**Pin placement**

Pins as bars across the die edge, other pins in grey.
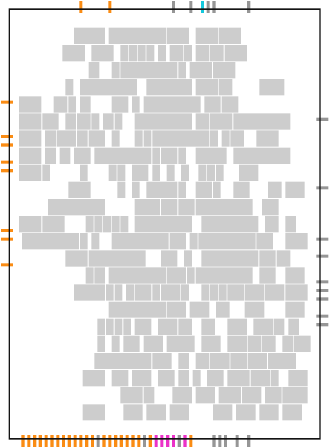
**Cell classes on the final placement**

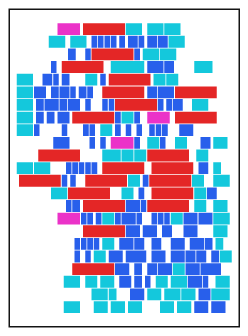
**Routed clock nets over the placement**

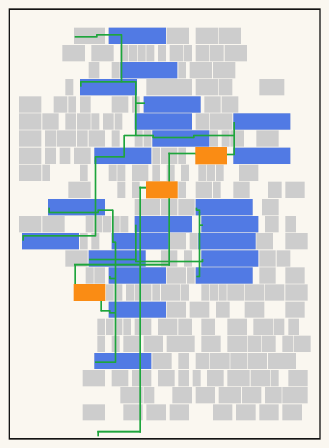
==> config.mk <==
export PLATFORM = sky130hd
export DESIGN_NAME = wb_ctl_pipe
export DESIGN_NICKNAME = d
export VERILOG_FILES = /design/src/rtl/wb_ctl_pipe.sv
export SDC_FILE = /design/constraint.sdc
export NUM_CORES = 1
export LEC_CHECK = 0
export CAP_MARGIN = 25
export CORE_ASPECT_RATIO = 1.4
export CORE_UTILIZATION = 40
export DETAILED_ROUTE_END_ITERATION = 16
export HOLD_SLACK_MARGIN = 0.1
export PLACE_DENSITY = 0.85
export SLEW_MARGIN = 10
export SYNTH_ARGS = -nofsm -noshare
export SYNTH_HDL_FRONTEND = slang
export SYNTH_SLANG_ARGS = --single-unit
==> constraint.sdc <==
create_clock -name i_clk -period 1.55 [get_ports i_clk]
set_input_delay 0.31 -clock i_clk [delete_from_list [all_inputs] [get_ports i_clk]]
set_output_delay 0.31 -clock i_clk [all_outputs]
set_load 0.01 [all_outputs]
==> results.py <==
# Metrics from the implementation run
metrics = {
    "clocking": {
        "post-cts-setup-buffers": 2,
        "cts_buffer_depth": 2,
        "cts_inserted_buffers": 3,
        "clk_pin_slew_ns": 0.08,
        "cts_tree": "built",
        "clock_latency_ns": 0.26,
        "cts.sinks": 22,
        "cts_root_buffer": "clkbuf_8",
    },
    "pwr": {
        "leakagePower_uw": 0.000966,
        "p_int_uw": 1080,
        "combPwrFrac": 0.269,
        "comb_power_uw": 400,
        "power-per-cell-area_mw_per_mm2": 774,
        "power_leader": "registers",
        "p_seq_frac": 0.455,
    },
    "timing": {
        "tightest_slew_ns": 0.303,
        "period_used_share": 1.19,
        "grt_setup_unrepaired": "yes",
        "setup_tns_ns": -0.562,
        "hold_viol": 0,
        "setup_viol": 2,
        "slew_viol_final": 0,
        "holdWs_ns": 0.394,
        "fin_ws_ns": -0.294,
    },
    "status": {
        "failed_checks": "setup timing",
        "status": "complete, but fails checks",
    },
    "logic_synthesis": {
        "topCellsByArea": "dfrtp_1 44%, nand2_1 15%, xor2_1 11%, and2_1 5.0%, xnor2_1 2.8%",
        "syn_inst": 149,
        "mux_share": 0.0161,
        "yosys-stat-cells": 149,
        "ys_async_sr_fraction": 1.00,
        "fp_nets": 196,
        "ys_warn_count": 0,
        "top_logic_kind": "simple AND/OR/NAND/NOR gates",
        "ys_sh_aoi": 0.0522,
        "top_area_cell": "dfrtp_1",
    },
    "die": {
        "initial_utilization": 0.429,
        "num_rows": 23,
        "core_sq_mm": 0.00291,
        "die-area_sq_mm": 0.00335,
    },
    "detailed_routing": {
        "drc": 0,
        "drt-met1-wl_um": 1350,
        "routed.top_layer": "met4",
        "drtIter0Drc": 22,
    },
    "finish": {
        "layout_top_cell": "nand2_1",
        "nets": 263,
        "n_antenna_cell": 0,
        "layout.nonclk_buf_frac": 0.305,
        "final_area_sq_mm": 0.00192,
        "seqCellArea_sq_um": 551,
        "syn_to_final_growth_pct": 54.4,
        "largest_register_ff_count": 21,
        "nonClockBufferCount": 66,
        "comb_area_share": 0.354,
        "combGateArea_sq_um": 682,
        "final_cell_mix": "51 x nand2_1, 23 x buf_4, 22 x dfrtp_1",
    },
    "place": {
        "placed_area_sq_mm": 0.00186,
        "post-place-ws_ns": -0.809,
        "gp_congestion": 0.928,
    },
    "critical_path": {
        "worstSetupPathDepth": 6,
        "worstRegToRegCells": 2,
        "worst-path-buf-inv": 2,
        "slowest_delay_ns": 0.43,
        "critPathKind": "flip-flop to primary output",
        "worstPathCellList": "buf_6 > xor2_1 > nor4_2 > nand4_1 > a21oi_1 > buf_2",
        "regToRegSetupSlack_ns": 0.66,
    },
    "grt": {
        "grt_start_max_net_pins": 23,
        "grt-ovfl-total": 0,
        "grt_usage": 0.206,
        "top_usage_layer": "met2",
        "grt_pass1_vias": 1201,
    },
    "min_path": {
        "hold_path_class": "input pin to asynchronous set/reset pin",
    },
    "flow_run": {
        "tool_warnings": 48,
        "drv_cap": 0,
    },
}
About 'pin placement':
Key: i_instruction = orange [pins 32, direction input, edge 22 bottom, 8 left, 2 top]; i_stall = cyan [pins 1, direction input, edge top]; i_query_rs1 = magenta [pins 5, direction input, edge bottom]
All pins by edge: 35 bottom, 9 right, 8 top, 8 left.
die height: 68.0 um
Horiz. Die Dim: 49.2 um
port bufs: 39

About 'cell classes on the final placement':
Key: clock drivers and dummy loads = magenta [cells 4, share of their area 2.9%]; combinational and other logic = blue [cells 123, share of their area 37%]; other buffers and delay cells = cyan [cells 66, share of their area 31%]; flops = red [cells 22, share of their area 29%]
Core Util, Final: 0.662
Seq area share: 0.286

About 'routed clock nets over the placement':
Key: clock wires = green [length 263 um]; clock drivers = orange [count 3]; flip-flops = blue [count 22]
There are 4 routed clock nets.
Clk network pwr share: 0.276
Layout Skew: 0.000492 ns
Clk power: 411 uW

Power is estimated from default activity; no workload was simulated.
